$ cat src/rtl/diff_core_pkg.sv
// Shared definitions for the ReLU/guard write-back scheduler slice.
// Holds the scheduler state type, default buffer depths and the derived
// address widths used by the interface, the top and the address counters.
package diff_core_pkg;

  localparam int FM_BUF_DEPTH    = 4096;
  localparam int GUARD_BUF_DEPTH = 1024;
  localparam int FM_ADDR_W       = $clog2(FM_BUF_DEPTH);
  localparam int GUARD_ADDR_W    = $clog2(GUARD_BUF_DEPTH);

  typedef enum logic [2:0] {
    IDLE,
    WAIT_TILE,
    ISSUE,
    RUN,
    RELEASE,
    DONE
  } wbs_state_t;

endpackage

$ cat src/rtl/relu_wb_scheduler_if.sv
// Bundle between the scheduler and the write-back unit / output buffers.
//   master (scheduler): drives wb_ctrl_valid, wb_pace, wb_bit_mode,
//                       fm_wr_addr, guard_wr_addr; observes the ctrl
//                       ready/finish and the data/guard valid-ready strobes.
//   slave  (write-back side): the reverse.
interface relu_wb_scheduler_if
  import diff_core_pkg::*;
#(
  parameter int FM_W    = FM_ADDR_W,
  parameter int GUARD_W = GUARD_ADDR_W
);

  logic               wb_ctrl_valid;
  logic               wb_ctrl_ready;
  logic               wb_ctrl_finish;
  logic [15:0]        wb_pace;
  logic               wb_bit_mode;
  logic               wb_data_valid;
  logic               fm_buf_ready;
  logic               wb_guard_valid;
  logic               guard_buf_ready;
  logic [FM_W-1:0]    fm_wr_addr;
  logic [GUARD_W-1:0] guard_wr_addr;

  modport master (
    output wb_ctrl_valid, wb_pace, wb_bit_mode, fm_wr_addr, guard_wr_addr,
    input  wb_ctrl_ready, wb_ctrl_finish, wb_data_valid, fm_buf_ready,
           wb_guard_valid, guard_buf_ready
  );

  modport slave (
    input  wb_ctrl_valid, wb_pace, wb_bit_mode, fm_wr_addr, guard_wr_addr,
    output wb_ctrl_ready, wb_ctrl_finish, wb_data_valid, fm_buf_ready,
           wb_guard_valid, guard_buf_ready
  );

endinterface

$ cat src/rtl/relu_wb_scheduler_wb_addr_gen.sv
// Loadable wrap-around write-address counter.
//   clk, rst_n : clock, asynchronous active-low reset (addr -> 0)
//   load, base : load base (has priority over inc)
//   inc        : advance by one, wrapping to 0 after DEPTH-1
//   addr       : current address
module wb_addr_gen #(
  parameter int DEPTH  = 4096,
  parameter int ADDR_W = $clog2(DEPTH)
) (
  input  logic              clk,
  input  logic              rst_n,
  input  logic              load,
  input  logic [ADDR_W-1:0] base,
  input  logic              inc,
  output logic [ADDR_W-1:0] addr
);

  // Explicit compare so non-power-of-two depths wrap correctly.
  localparam logic [ADDR_W-1:0] LAST = ADDR_W'(DEPTH - 1);

  always_ff @(posedge clk or negedge rst_n) begin
    if (!rst_n) begin
      addr <= '0;
    end else if (load) begin
      addr <= base;
    end else if (inc) begin
      addr <= (addr == LAST) ? '0 : addr + ADDR_W'(1);
    end
  end

endmodule

$ cat src/rtl/relu_wb_scheduler.sv
// Layer-level sequencer for the ReLU/guard write-back unit.
// Accepts one layer job, issues one ctrl handshake per psum tile, waits for
// the tile's finish pulse, releases the psum tile, and pulses layer_done
// after the last tile. Feature-map and guard write addresses advance on the
// write-back strobes and pack contiguously across the tiles of a layer.
//   cfg_*             : layer job (valid/ready handshake)
//   psum_tile_avail   : psum buffer holds a complete tile
//   psum_tile_release : one-cycle pulse per consumed tile
//   tile_cnt          : tiles completed in the current layer
//   layer_done        : one-cycle pulse after the last tile
//   err_timeout       : sticky, set after TIMEOUT_CYCLES in RUN
//   wb                : write-back unit / buffer bundle (master side)
module relu_wb_scheduler
  import diff_core_pkg::*;
#(
  parameter int FM_BUF_DEPTH    = diff_core_pkg::FM_BUF_DEPTH,
  parameter int GUARD_BUF_DEPTH = diff_core_pkg::GUARD_BUF_DEPTH,
  parameter int TIMEOUT_CYCLES  = 65535
) (
  input  logic                               clk,
  input  logic                               rst_n,
  input  logic                               cfg_valid,
  output logic                               cfg_ready,
  input  logic [15:0]                        cfg_num_tiles,
  input  logic [15:0]                        cfg_pace,
  input  logic                               cfg_bit_mode,
  input  logic [$clog2(FM_BUF_DEPTH)-1:0]    cfg_fm_base,
  input  logic [$clog2(GUARD_BUF_DEPTH)-1:0] cfg_guard_base,
  input  logic                               psum_tile_avail,
  output logic                               psum_tile_release,
  output logic [15:0]                        tile_cnt,
  output logic                               layer_done,
  output logic                               err_timeout,
  relu_wb_scheduler_if.master                wb
);

  localparam int FM_W      = $clog2(FM_BUF_DEPTH);
  localparam int GUARD_W   = $clog2(GUARD_BUF_DEPTH);
  localparam int RUN_CNT_W = $clog2(TIMEOUT_CYCLES + 1);
  localparam logic [RUN_CNT_W-1:0] RUN_LIMIT = RUN_CNT_W'(TIMEOUT_CYCLES);
  localparam logic [RUN_CNT_W-1:0] RUN_LAST  = RUN_CNT_W'(TIMEOUT_CYCLES - 1);

  wbs_state_t           state, state_nx;
  logic [15:0]          num_tiles;
  logic [15:0]          pace;
  logic                 bit_mode;
  logic [RUN_CNT_W-1:0] run_cnt;
  logic                 accept;
  logic                 busy;
  logic                 ctrl_valid;
  logic [16:0]          tile_next;
  logic [FM_W-1:0]      fm_addr;
  logic [GUARD_W-1:0]   guard_addr;

  assign accept    = cfg_valid && (state == IDLE);
  assign busy      = (state != IDLE);
  assign tile_next = {1'b0, tile_cnt} + 17'd1;

  always_ff @(posedge clk or negedge rst_n) begin
    if (!rst_n) begin
      state <= IDLE;
    end else begin
      state <= state_nx;
    end
  end

  always_comb begin
    state_nx          = state;
    cfg_ready         = 1'b0;
    ctrl_valid        = 1'b0;
    psum_tile_release = 1'b0;
    layer_done        = 1'b0;
    case (state)
      IDLE: begin
        cfg_ready = 1'b1;
        if (cfg_valid) state_nx = (cfg_num_tiles == '0) ? DONE : WAIT_TILE;
      end
      WAIT_TILE: begin
        if (psum_tile_avail) state_nx = ISSUE;
      end
      ISSUE: begin
        // Finish is deliberately not looked at here, so a stale pulse from
        // the previous tile cannot complete this one.
        ctrl_valid = 1'b1;
        if (wb.wb_ctrl_ready) state_nx = RUN;
      end
      RUN: begin
        if (wb.wb_ctrl_finish) state_nx = RELEASE;
      end
      RELEASE: begin
        psum_tile_release = 1'b1;
        state_nx = (tile_next == {1'b0, num_tiles}) ? DONE : WAIT_TILE;
      end
      DONE: begin
        layer_done = 1'b1;
        state_nx   = IDLE;
      end
      default: state_nx = IDLE;
    endcase
  end

  // Job registers, tile counter and RUN watchdog.
  always_ff @(posedge clk or negedge rst_n) begin
    if (!rst_n) begin
      num_tiles   <= '0;
      pace        <= '0;
      bit_mode    <= 1'b0;
      tile_cnt    <= '0;
      run_cnt     <= '0;
      err_timeout <= 1'b0;
    end else begin
      if (accept) begin
        num_tiles <= cfg_num_tiles;
        pace      <= cfg_pace;
        bit_mode  <= cfg_bit_mode;
        tile_cnt  <= '0;
      end else if (state == RELEASE && tile_cnt != 16'hFFFF) begin
        tile_cnt <= tile_cnt + 16'd1;
      end

      // Counter is held at 0 outside RUN, so it starts from 0 on RUN entry.
      if (state != RUN) begin
        run_cnt <= '0;
      end else if (run_cnt != RUN_LIMIT) begin
        run_cnt <= run_cnt + RUN_CNT_W'(1);
      end

      if (state == RUN && run_cnt == RUN_LAST) err_timeout <= 1'b1;
    end
  end

  wb_addr_gen #(.DEPTH(FM_BUF_DEPTH), .ADDR_W(FM_W)) u_fm_addr (
    .clk  (clk),
    .rst_n(rst_n),
    .load (accept),
    .base (cfg_fm_base),
    .inc  (busy && wb.wb_data_valid && wb.fm_buf_ready),
    .addr (fm_addr)
  );

  wb_addr_gen #(.DEPTH(GUARD_BUF_DEPTH), .ADDR_W(GUARD_W)) u_guard_addr (
    .clk  (clk),
    .rst_n(rst_n),
    .load (accept),
    .base (cfg_guard_base),
    .inc  (busy && wb.wb_guard_valid && wb.guard_buf_ready),
    .addr (guard_addr)
  );

  assign wb.wb_ctrl_valid = ctrl_valid;
  assign wb.wb_pace       = pace;
  assign wb.wb_bit_mode   = bit_mode;
  assign wb.fm_wr_addr    = fm_addr;
  assign wb.guard_wr_addr = guard_addr;

endmodule

$ cat src/flat_wrapper.sv
// flat-port wrapper written by rule: the top's interface ports become plain ports
module relu_wb_scheduler_flat import diff_core_pkg::*;
#(
  parameter int FM_BUF_DEPTH    = diff_core_pkg::FM_BUF_DEPTH,
  parameter int GUARD_BUF_DEPTH = diff_core_pkg::GUARD_BUF_DEPTH,
  parameter int TIMEOUT_CYCLES  = 65535
)
  (clk, rst_n, cfg_valid, cfg_ready, cfg_num_tiles, cfg_pace, cfg_bit_mode, cfg_fm_base, cfg_guard_base, psum_tile_avail, psum_tile_release, tile_cnt, layer_done, err_timeout, wb_wb_ctrl_valid, wb_wb_pace, wb_wb_bit_mode, wb_fm_wr_addr, wb_guard_wr_addr, wb_wb_ctrl_ready, wb_wb_ctrl_finish, wb_wb_data_valid, wb_fm_buf_ready, wb_wb_guard_valid, wb_guard_buf_ready);
  relu_wb_scheduler_if wb_i ();
  input  logic clk;
  input  logic rst_n;
  input  logic cfg_valid;
  output logic cfg_ready;
  input  logic [15:0] cfg_num_tiles;
  input  logic [15:0] cfg_pace;
  input  logic cfg_bit_mode;
  input  logic [$clog2(FM_BUF_DEPTH)-1:0] cfg_fm_base;
  input  logic [$clog2(GUARD_BUF_DEPTH)-1:0] cfg_guard_base;
  input  logic psum_tile_avail;
  output logic psum_tile_release;
  output logic [15:0] tile_cnt;
  output logic layer_done;
  output logic err_timeout;
  output wire logic [$bits(wb_i.wb_ctrl_valid)-1:0] wb_wb_ctrl_valid;
  output wire logic [$bits(wb_i.wb_pace)-1:0] wb_wb_pace;
  output wire logic [$bits(wb_i.wb_bit_mode)-1:0] wb_wb_bit_mode;
  output wire logic [$bits(wb_i.fm_wr_addr)-1:0] wb_fm_wr_addr;
  output wire logic [$bits(wb_i.guard_wr_addr)-1:0] wb_guard_wr_addr;
  input wire logic [$bits(wb_i.wb_ctrl_ready)-1:0] wb_wb_ctrl_ready;
  input wire logic [$bits(wb_i.wb_ctrl_finish)-1:0] wb_wb_ctrl_finish;
  input wire logic [$bits(wb_i.wb_data_valid)-1:0] wb_wb_data_valid;
  input wire logic [$bits(wb_i.fm_buf_ready)-1:0] wb_fm_buf_ready;
  input wire logic [$bits(wb_i.wb_guard_valid)-1:0] wb_wb_guard_valid;
  input wire logic [$bits(wb_i.guard_buf_ready)-1:0] wb_guard_buf_ready;
  assign wb_wb_ctrl_valid = wb_i.wb_ctrl_valid;
  assign wb_wb_pace = wb_i.wb_pace;
  assign wb_wb_bit_mode = wb_i.wb_bit_mode;
  assign wb_fm_wr_addr = wb_i.fm_wr_addr;
  assign wb_guard_wr_addr = wb_i.guard_wr_addr;
  assign wb_i.wb_ctrl_ready = wb_wb_ctrl_ready;
  assign wb_i.wb_ctrl_finish = wb_wb_ctrl_finish;
  assign wb_i.wb_data_valid = wb_wb_data_valid;
  assign wb_i.fm_buf_ready = wb_fm_buf_ready;
  assign wb_i.wb_guard_valid = wb_wb_guard_valid;
  assign wb_i.guard_buf_ready = wb_guard_buf_ready;
  relu_wb_scheduler #(.FM_BUF_DEPTH(FM_BUF_DEPTH), .GUARD_BUF_DEPTH(GUARD_BUF_DEPTH), .TIMEOUT_CYCLES(TIMEOUT_CYCLES)) u_core (.clk(clk), .rst_n(rst_n), .cfg_valid(cfg_valid), .cfg_ready(cfg_ready), .cfg_num_tiles(cfg_num_tiles), .cfg_pace(cfg_pace), .cfg_bit_mode(cfg_bit_mode), .cfg_fm_base(cfg_fm_base), .cfg_guard_base(cfg_guard_base), .psum_tile_avail(psum_tile_avail), .psum_tile_release(psum_tile_release), .tile_cnt(tile_cnt), .layer_done(layer_done), .err_timeout(err_timeout), .wb(wb_i));
endmodule
$ cat config.mk
export PLATFORM = sky130hd
export DESIGN_NAME = relu_wb_scheduler_flat
export DESIGN_NICKNAME = d
export VERILOG_FILES = /design/src/rtl/diff_core_pkg.sv /design/src/rtl/relu_wb_scheduler_if.sv /design/src/rtl/relu_wb_scheduler_wb_addr_gen.sv /design/src/rtl/relu_wb_scheduler.sv /design/src/flat_wrapper.sv
export SDC_FILE = /design/constraint.sdc
export NUM_CORES = 1
export LEC_CHECK = 0
export ABC_AREA = 1
export CAP_MARGIN = 15
export CORE_AREA = 2 2 105 107
export DETAILED_ROUTE_END_ITERATION = 10
export DIE_AREA = 0 0 107 109
export PLACE_DENSITY = 0.8
export SLEW_MARGIN = 20
export SYNTH_ARGS = -nofsm -noshare
export SYNTH_HDL_FRONTEND = slang
export SYNTH_SLANG_ARGS = --single-unit
$ cat constraint.sdc
create_clock -name clk -period 1.88 [get_ports clk]
set_input_delay 0.188 -clock clk [delete_from_list [all_inputs] [get_ports clk]]
set_output_delay 0.188 -clock clk [all_outputs]
set_load 0.005 [all_outputs]
==> flow_metrics.tcl, run 1 <==
# metrics dict for downstream scripts
set metrics [dict create \
    slowest_delay_ns 0.42 \
    r2r_path_start "u_core.u_fm_addr.addr[1]" \
    power.density_cell_area_mw_per_mm2 1210 \
    timing.fmax_mhz 530 \
    comb_area_frac 0.372 \
    post-cts-setup-buffers 3 \
    post_cts_hold_buffer_count 1 \
    failed_checks "setup timing" \
    num-fill-cells 862 \
    timing.final.hold_violations 0 \
    switching_part_of_the_total_power 0.388 \
    reg2regPathDepth 10 \
    syn_area_mm2 0.00518 \
    report.final.setup_viol 1 \
    ant_nets 0 \
    yosysMostFrequentCell "sky130_fd_sc_hd__nand2_1" \
    setup_slack_reg_to_reg_ns -0.007 \
    share_of_final_layout_standard_cells_stronger_than_drive_strength_1 0.143 \
    most_frequent_standard_cell_in_the_layout_excluding_fill_and_tap_cells "sky130_fd_sc_hd__nand2_1" \
    tns_ns -0.00717 \
    crit_path_end_kind "flop" \
    power.clock.total_w 0.00134 \
    synth_chip_area_mm2 0.00518 \
    postSynth.topFlopCell "sky130_fd_sc_hd__dfrtp_1" \
    critical_path_class "reg -> reg" \
    power_combinational_w 0.00409 \
    status "finished, violations left" \
    path_delay_family "simple AND/OR/NAND/NOR gates" \
    layout_top_cells_excl_fill_tap "sky130_fd_sc_hd__nand2_1 (212), sky130_fd_sc_hd__clkdlybuf4s50_1 (121), sky130_fd_sc_hd__dfrtp_1 (87), sky130_fd_sc_hd__inv_1 (67), sky130_fd_sc_hd__nand3_1 (47)" \
    drt-wirelength-per-cell_um 15.2 \
    edf_count 0 \
    place_worst_setup_slack_ns -0.0247 \
    finalWorstSetupSlack_ns -0.00717 \
    post-layout-total-power_w 0.00861 \
    layout_min_cycle_time_ns 1.89 \
    final_net_count 889 \
    cell_chain_critical_path "ha_2 -> nand3_4 -> nor3_4 -> nand4_1 -> nor2_4 -> a21oi_1 -> o21ai_1 -> nand2_1 -> nand2_1 -> o21ai_1" \
    ys_cells 667 \
    switchingPower_w 0.00334 \
    detailroute.via_count 5157 \
    die-area_mm2 0.0117 \
    routabilityCongestion 0.942 \
    count_of_input_and_output_buffers 124 \
    critical_path.reg2reg.endpoint "u_core.u_fm_addr.addr[11]" \
    top_level_ports 125 \
    flop_area_mm2 0.00228 \
    detail_route.first_pass.iterations 5 \
    post-synth-top-area-cell "sky130_fd_sc_hd__dfrtp_1" \
    grt_first_pass_wirelength_um 23100 \
    number_of_clock_buffers_inserted_by_tritoncts 9 \
    grt-ovfl-total 0 \
    clkCellAreaFrac 0.0272 \
    critPathLaunchType "flop" \
    nNonClkInverters 76 \
    internal_power_w 0.00527 \
    final_cell_count_no_fill 964 \
    postSynth.asyncResetShare 1.00 \
    initial_antenna_violation_count 0 \
    synth_cells 667 \
    power.share.combinational 0.475 \
    rsz_0062_raised_after_global_routing "yes" \
    per_instance_average_area_after_synthesis_um2 7.77 \
    cap_viol_max_count 0 \
    synth_seq_share 0.439 \
    clkTransAtPathRegs_ns 0.09 \
    via_per_inst 5.35 \
    initCoreUtil 0.489 \
    timing.final.crit_share 1.00 \
    cts_root_buffer "sky130_fd_sc_hd__clkbuf_8" \
    drt_first_iter_violations 252 \
    post-place-cells 931 \
    cts_sinks 91 \
    grt_max_degree 41 \
    tapCellCount 140 \
]
-- run 1: worst reg2reg max path, stage by stage (launching register included) --
cell,delay (ns)
sky130_fd_sc_hd__dfrtp_1,0.42
sky130_fd_sc_hd__ha_2,0.24
sky130_fd_sc_hd__nand3_4,0.11
sky130_fd_sc_hd__nor3_4,0.25
sky130_fd_sc_hd__nand4_1,0.21
sky130_fd_sc_hd__nor2_4,0.21
sky130_fd_sc_hd__a21oi_1,0.06
sky130_fd_sc_hd__o21ai_1,0.08
sky130_fd_sc_hd__nand2_1,0.06
sky130_fd_sc_hd__nand2_1,0.07
sky130_fd_sc_hd__o21ai_1,0.07
-- run 1: kinds of logic (layout without fill, tap and decap cells) --
| logic type | count (synthesis) | count (layout) | share of synthesized area |
|---|---|---|---|
| AND-OR/OR-AND | 92 | 92 | 0.119 |
| AND/OR/NAND/NOR | 378 | 378 | 0.337 |
| buffers and inverters | 90 | 247 | 0.0712 |
| adder cells (fa/ha/maj) | 5 | 5 | 0.0121 |
| XOR/XNOR | 11 | 11 | 0.0215 |
| flip-flops | 91 | 91 | 0.439 |
-- run 1: layer usage --
metal / routed length [um] / GRT usage / up-vias
met1: 6120 / 0.307 / 2454
met4: 345 / 0.100 / 0
met2: 7440 / 0.433 / 173
li1: - / - / 2496
met5: 0 / 0 / -
met3: 721 / 0.0442 / 34
-- run 1: through the flow --
stage                     area, um2  hold WS [ns]
after CTS                      6900         0.318
after global routing           7120         0.343
final                          7120         0.307
after global placement         6640         0.171
after detailed placement       6640         0.173
after floorplan                5180        -0.108
run_1/sizing.png
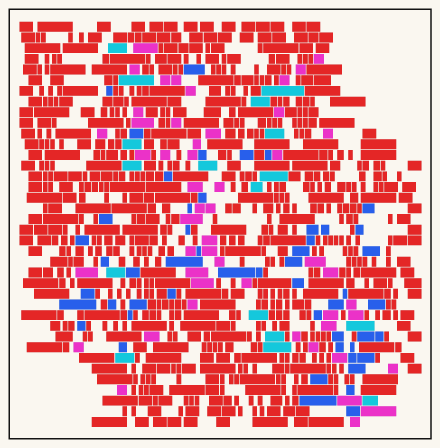
Key: blue = x2 [cells 51]; magenta = x3 and x4 [cells 50]; cyan = x6 and larger [cells 17]; red = x1 and smaller [cells 706]
Non-Clock Buffer Count: 155
Area Growth Syn to Fin: 37.4%
post-route worst setup slack: -0.00717 ns
Non-Filler Cell Area, Final: 0.00712 mm2

run_1/congestion_map.png
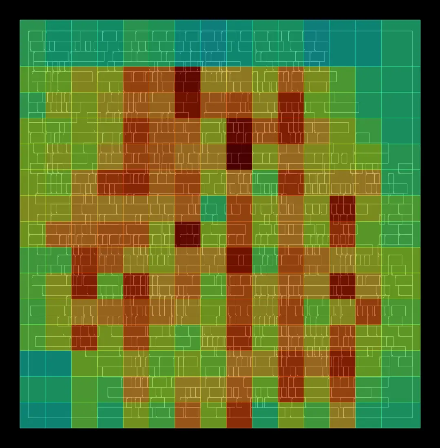
met2 demand-to-capacity share in global routing: 0.433
Total GRT Usage: 0.248

run_1/class_map.png
Scale bar: 20 um.
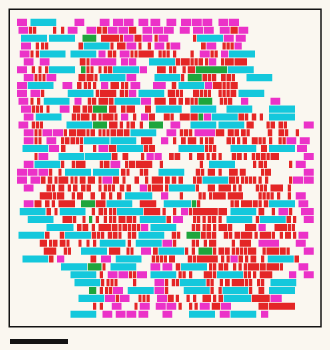
Key: magenta = remaining buffers and delay cells [cells 155, share of their area 22%]; green = clock drivers and dummy loads [cells 16, share of their area 2.8%]; red = remaining logic cells [cells 562, share of their area 42%]; cyan = registers [cells 91, share of their area 33%]
CORE AREA: 0.0106 mm2
number of cell rows: 38
Seq area share: 0.320
core occupancy in the finished layout: 0.672

==> run 1 -> run 2 <==
--- a/config.mk
+++ b/config.mk
@@ -10,8 +10,9 @@
 export CORE_AREA = 2 2 105 107
 export DETAILED_ROUTE_END_ITERATION = 10
 export DIE_AREA = 0 0 107 109
-export PLACE_DENSITY = 0.8
+export PLACE_DENSITY = 0.79
 export SLEW_MARGIN = 20
 export SYNTH_ARGS = -nofsm -noshare
 export SYNTH_HDL_FRONTEND = slang
+export SYNTH_HIERARCHICAL = 1
 export SYNTH_SLANG_ARGS = --single-unit
run_2/sizing.png
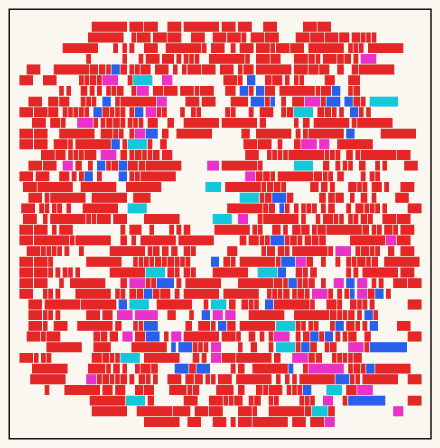
Key: cyan = x6 and larger [cells 19]; red = x1 and smaller [cells 741]; magenta = x3 and x4 [cells 41]; blue = x2 [cells 54]
Non-Filler Cell Area, Final: 0.00710 mm2
post-route worst setup slack: 0.0796 ns
Area Growth Syn to Fin: 37.5%
Non-Clock Buffer Count: 151

run_2/port_trees.png
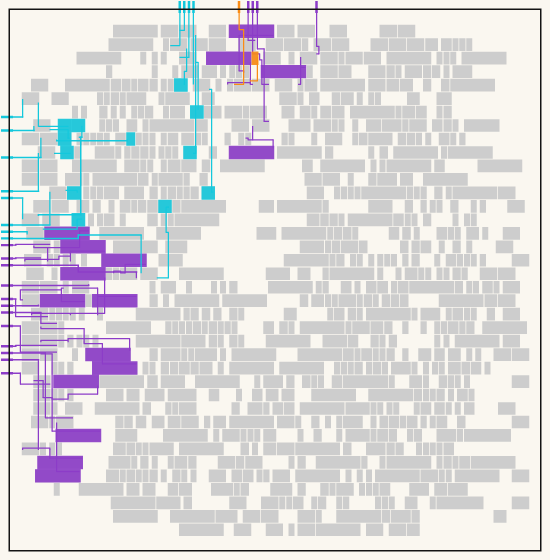
Key: orange = wb_wb_data_valid [direction input, edge north, end cells 1, buffers 1, wire 23.6 um]; cyan = cfg_fm_base [direction input, edge 8 west, 4 north, end cells 12, buffers 12, wire 285 um]; purple = wb_wb_pace [direction output, edge 12 west, 4 north, end cells 16, buffers 16, wire 497 um]

==> flow_metrics.tcl, run 2 <==
# metrics dict for downstream scripts
set metrics [dict create \
    chipWidth_um 107 \
    postSynth.asyncResetShare 1.00 \
    synth.cellmix.simpleShare 0.346 \
    layout_top_cells_excl_fill_tap "sky130_fd_sc_hd__nand2_1 (221), sky130_fd_sc_hd__clkdlybuf4s50_1 (119), sky130_fd_sc_hd__dfrtp_1 (89), sky130_fd_sc_hd__inv_1 (82), sky130_fd_sc_hd__nand3_1 (52)" \
    cts_tree "yes" \
    grt-ovfl-total 0 \
    cts_sinks 91 \
    rows 38 \
    number_of_clock_buffers_inserted_by_tritoncts 9 \
    hold_path_class "in -> async" \
    status "finished, final reports clean" \
    detail_route.first_pass.iterations 8 \
    post-layout-total-power_w 0.00871 \
    synth_top_area_share 0.441 \
    ant_nets 0 \
    postSynth.topFlopCell "sky130_fd_sc_hd__dfrtp_1" \
    place_worst_setup_slack_ns 0.0164 \
    worst_clock_skew_ns 0.0144 \
    ys_top_cells_by_area "sky130_fd_sc_hd__dfrtp_1 (44%), sky130_fd_sc_hd__nand2_1 (17%), sky130_fd_sc_hd__inv_1 (6.0%)" \
    timing.final.hold_violations 0 \
    globalRouteTotalUtil 0.260 \
    grt_max_degree 39 \
    detailroute.via_count 5474 \
    reg2regPathDepth 12 \
    layout_min_cycle_time_ns 1.80 \
    place_area_mm2 0.00668 \
    critPathRequiredTime_ns 1.69 \
    leakagePower_nw 3.30 \
    utilization 0.670 \
    synth.logic.top_family "simple AND/OR/NAND/NOR gates" \
    drt-wirelength-per-cell_um 14.8 \
    fp.coreArea_mm2 0.0106 \
    initial_antenna_violation_count 0 \
    initCoreUtil 0.487 \
    slew-limit-headroom 0.653 \
    cts_root_buffer "sky130_fd_sc_hd__clkbuf_8" \
    detailed_route_drc_error_count 0 \
    yosys_warnings 6 \
    synth_seq_share 0.441 \
    post_synth_ao_oa_area_fraction 0.120 \
    ys_sh_adder 0.0121 \
    timing.final.crit_share 0.958 \
    critPathLaunchType "flop" \
    final_net_count 920 \
    per_instance_average_area_after_synthesis_um2 7.37 \
    crit_path_end_kind "output pin" \
    most_frequent_standard_cell_in_the_layout_excluding_fill_and_tap_cells "sky130_fd_sc_hd__nand2_1" \
    share_of_final_layout_standard_cells_stronger_than_drive_strength_1 0.133 \
    syn_area_mm2 0.00516 \
    die-area_mm2 0.0117 \
    via_per_inst 5.50 \
    synth_cells 701 \
    ys_cells 701 \
    via_count_of_the_first_global_routing_pass 5372 \
    synth-seq-cells 91 \
    clkTransAtPathRegs_ns 0.09 \
    report.final.setup_viol 0 \
    synth_cell_type_count 37 \
    insertedDiodeCount 0 \
    fp.dieH_um 109 \
    routabilityCongestion 0.919 \
    edf_count 0 \
    cap_viol_max_count 0 \
    power.density_cell_area_mw_per_mm2 1230 \
    fin_hold_ws_ns 0.320 \
    post-synth-top-area-cell "sky130_fd_sc_hd__dfrtp_1" \
    worst-slew-pin-transition_ns 0.520 \
    max-vdd-ir-drop_mv 0.893 \
    count_of_input_and_output_buffers 124 \
    grt_first_pass_wirelength_um 24200 \
    ys_top_cells_by_count "sky130_fd_sc_hd__nand2_1 (234), sky130_fd_sc_hd__dfrtp_1 (91), sky130_fd_sc_hd__inv_1 (82)" \
    synth_chip_area_mm2 0.00516 \
    xor_share 0.00509 \
    drt_first_iter_violations 386 \
    synth_nets 771 \
    tns_ns 0 \
    critical_path_class "reg -> out" \
    top_level_ports 125 \
    yosys-mux-area-fraction 0 \
    dp_hpwl_um 10800 \
    rsz_0062_raised_after_global_routing "yes" \
    final_cell_count_no_fill 995 \
    yosysMostFrequentCell "sky130_fd_sc_hd__nand2_1" \
    post-place-cells 972 \
    timing.fmax_mhz 555 \
]
-- run 2: report_power, final --
| group | switching (W) | internal (W) |
|---|---|---|
| registers | 0.000672 | 0.00259 |
| clock network | 0.000703 | 0.000665 |
| logic | 0.00209 | 0.00199 |
| total | 0.00347 | 0.00525 |
-- run 2: per-layer routing --
layer	GRT usage	wire, um
met1	0.314	5920
met2	0.463	7520
met3	0.0400	1010
met4	0.109	331
met5	0	0
-- run 2: logic make-up after synthesis --
group / count (synthesis)
buffers and inverters: 101
AOI/OAI and AO/OA: 103
DFF: 91
and+or+nand+nor: 398
adders and majority gates: 5
xor gates and xnor gates: 3
-- run 2: final timing paths --
kind	from	to	slack (ns)
setup / recovery	u_core/tile_cnt[1]	tile_cnt[1]	0.08
hold / removal	rst_n	u_core/tile_cnt[2]	0.32
setup reg to reg	u_core/tile_cnt[5]	u_core/state[2]	0.09
hold reg to reg	u_core/err_timeout	u_core/err_timeout	0.48
max in group asynchronous	rst_n	u_core/state[0]	0.85
min in group clk	cfg_pace[4]	u_core/wb.wb_pace[4]	0.35
-- run 2: layout make-up --
cell class,instances,area (um2)
clock buffer,14,193
clock inverter,2,16.3
fill,871,3500
inverter,88,335
multi-input combinational,509,2620
sequential,91,2280
tap,140,175
timing repair buffer,151,1480
-- run 2: critical path: stages, from the launching register on --
cell                              delay (ns)
sky130_fd_sc_hd__dfrtp_1                0.43
sky130_fd_sc_hd__buf_6                  0.14
sky130_fd_sc_hd__buf_4                  0.13
sky130_fd_sc_hd__buf_4                  0.12
sky130_fd_sc_hd__clkdlybuf4s50_1        0.43
-- run 2: timing repair --
action                                  CTS  global route
setup buffers                             3             3
hold buffers                              1             0
endpoints found under the setup margin    2            28
endpoints found under the hold margin    35             0
pin swaps                                 2             9
gates resized                             4            47
run_2/route_heat.png
Scale bar: 20 um. The die is cut into 21 by 22 equal tiles; dark purple is low, yellow is high, scaled to the fullest tile. Values are wire area over tile area, all layers added.
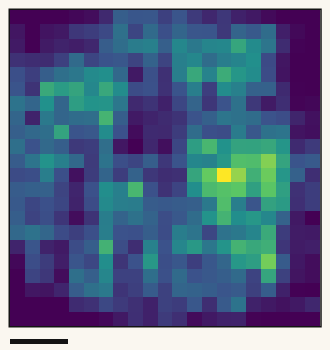

==> run 2 -> run 3 <==
--- a/config.mk
+++ b/config.mk
@@ -7,10 +7,10 @@
 export LEC_CHECK = 0
 export ABC_AREA = 1
 export CAP_MARGIN = 15
-export CORE_AREA = 2 2 105 107
+export CORE_AREA = 2 2 101 103
 export DETAILED_ROUTE_END_ITERATION = 10
-export DIE_AREA = 0 0 107 109
-export PLACE_DENSITY = 0.79
+export DIE_AREA = 0 0 103 105
+export PLACE_DENSITY = 0.85
 export SLEW_MARGIN = 20
 export SYNTH_ARGS = -nofsm -noshare
 export SYNTH_HDL_FRONTEND = slang
==> constraint.sdc (replaced) <==
create_clock -name clk -period 2.3 [get_ports clk]
set_input_delay 0.23 -clock clk [delete_from_list [all_inputs] [get_ports clk]]
set_output_delay 0.23 -clock clk [all_outputs]
set_load 0.005 [all_outputs]
run_3/route_heat.png
Scale bar: 20 um. The die is cut into 21 by 21 equal tiles; dark purple is low, yellow is high, scaled to the fullest tile. Values are wire area over tile area, all layers added.
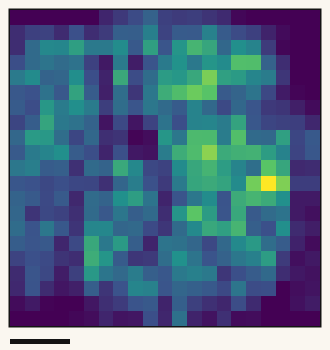
16% of the tiles are over half the peak. The mean over all tiles is 0.23. 8.8% of the tiles are nearly empty. The fullest tile reaches 0.77.
Routed WL: 14800 um
Total GRT Usage: 0.286
vias after detailed routing: 5389
final routed wire length divided by cell count: 15.3 um

==> flow_metrics.tcl, run 3 <==
# metrics dict for downstream scripts
set metrics [dict create \
    insertedDiodeCount 0 \
    edf_count 0 \
    fp.coreArea_mm2 0.00964 \
    detail_route.first_pass.iterations 5 \
    most_frequent_standard_cell_in_the_layout_excluding_fill_and_tap_cells "sky130_fd_sc_hd__nand2_1" \
    timing.final.hold_violations 0 \
    ys_sh_adder 0.0121 \
    layout_top_cells_excl_fill_tap "sky130_fd_sc_hd__nand2_1 (234), sky130_fd_sc_hd__clkdlybuf4s50_1 (123), sky130_fd_sc_hd__dfrtp_1 (91), sky130_fd_sc_hd__inv_1 (82), sky130_fd_sc_hd__nand3_1 (55)" \
    place_worst_setup_slack_ns 0.301 \
    gr-usage-met2 0.462 \
    power.density_cell_area_mw_per_mm2 1000 \
    post-layout-total-power_w 0.00682 \
    cap_viol_max_count 0 \
    m1WireLength_um 6050 \
    syn_area_mm2 0.00516 \
    synth_seq_share 0.441 \
    reg2regPathDepth 9 \
    final_net_count 905 \
    die-area_mm2 0.0108 \
    grtUsageMet3 0.0502 \
    fin_hold_ws_ns 0.306 \
    worst_clock_skew_ns 0.00957 \
    status "finished, final reports clean" \
    synth_chip_area_mm2 0.00516 \
    top_level_ports 125 \
    met2_wirelength_um 7220 \
    switching_part_of_the_total_power 0.405 \
    critical_path.reg2reg.endpoint "u_core/tile_cnt[4]" \
    synth-seq-cells 91 \
    count_of_input_and_output_buffers 124 \
    seq_power_share 0.393 \
    final_cell_count_no_fill 972 \
    globalRoute.busiestLayer "met2" \
    internal_power_w 0.00406 \
    ys_top_cells_by_count "sky130_fd_sc_hd__nand2_1 (234), sky130_fd_sc_hd__dfrtp_1 (91), sky130_fd_sc_hd__inv_1 (82)" \
    layout.area.comb_mm2 0.00249 \
    cts_root_buffer "sky130_fd_sc_hd__clkbuf_8" \
    fp.dieH_um 105 \
    grt_first_pass_wirelength_um 24700 \
    synth_cells 701 \
    initCoreUtil 0.536 \
    yosysMostFrequentCell "sky130_fd_sc_hd__nand2_1" \
    syn_to_final_growth_pct 31.5 \
    critPathLaunchType "flop" \
    slew-limit-headroom 0.621 \
    rsz_0062_raised_after_global_routing "no" \
    number_of_clock_buffers_inserted_by_tritoncts 9 \
    ys_cells 701 \
    clock_power_share 0.150 \
    num-fill-cells 802 \
    ant_nets 0 \
    dp_hpwl_um 11100 \
    synth.cellmix.simpleShare 0.346 \
    synth_cell_type_count 37 \
    cts_sinks 91 \
    post-cts-setup-buffers 0 \
    switchingPower_w 0.00276 \
    drt_first_iter_violations 383 \
    r2r_path_start "u_core/tile_cnt[1]" \
    crit_path_end_kind "flop" \
    place_area_mm2 0.00660 \
]
run_3/sizing.png
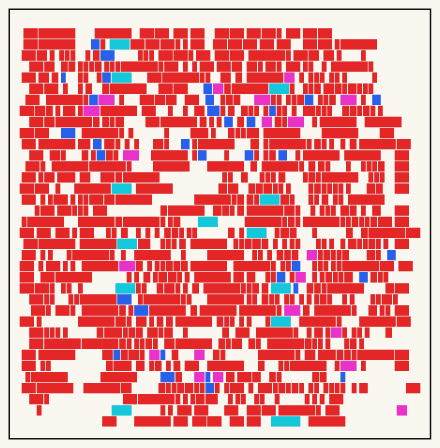
Key: blue = x2 [cells 33]; red = x1 and smaller [cells 773]; magenta = x3 and x4 [cells 20]; cyan = x6 and larger [cells 13]

-- run 3: cell counts after synthesis --
Identical to the previous run, type by type.
-- run 3: power groups by stage --
stage | Combinational (W) | Clock, W | Sequential [W]
after floorplan | 0.00166 | 0 | 0.00260
after global placement | 0.00297 | 0 | 0.00267
after detailed placement | 0.00308 | 0 | 0.00269
after CTS | 0.00310 | 0.00105 | 0.00267
after global routing | 0.00344 | 0.00111 | 0.00276
final | 0.00312 | 0.00102 | 0.00268
-- run 3: what timing repair did --
item / in CTS / in global routing
resized: 0 / 0
hold endpoints to repair: 22 / 0
hold buffers: 1 / 0
-- run 3: worst max-delay path, delay by kind of cell, from the launching register on --
family,cells,cell delay [ns]
AND/OR/NAND/NOR,6,0.96
flip-flops,1,0.42
AND-OR/OR-AND,1,0.31
adder cells (fa/ha/maj),1,0.21
buffers and inverters,1,0.06
-- run 3: worst max-delay path by stage --
stage                             from                     endpoint  cells after the start
floorplan              u_core/state[0]  u_core/u_guard_addr/addr[2]                     10
global placement             cfg_valid          u_core/tile_cnt[15]                      5
detailed placement  u_core/tile_cnt[1]           u_core/tile_cnt[4]                      9
CTS                 u_core/tile_cnt[1]           u_core/tile_cnt[4]                      9
global route        u_core/tile_cnt[1]           u_core/tile_cnt[4]                      9
finish              u_core/tile_cnt[1]           u_core/tile_cnt[4]                      9
-- run 3: final cells by class --
| type | count | area share |
|---|---|---|
| clock inverter | 2 | 0.00147 |
| multi-input combinational | 509 | 0.367 |
| timing repair buffer | 136 | 0.198 |
| inverter | 88 | 0.0487 |
| clock buffer | 13 | 0.0249 |
| tap | 133 | 0.0245 |
| sequential | 91 | 0.335 |
No activity file was given, so power comes from the tool's default toggle rates.
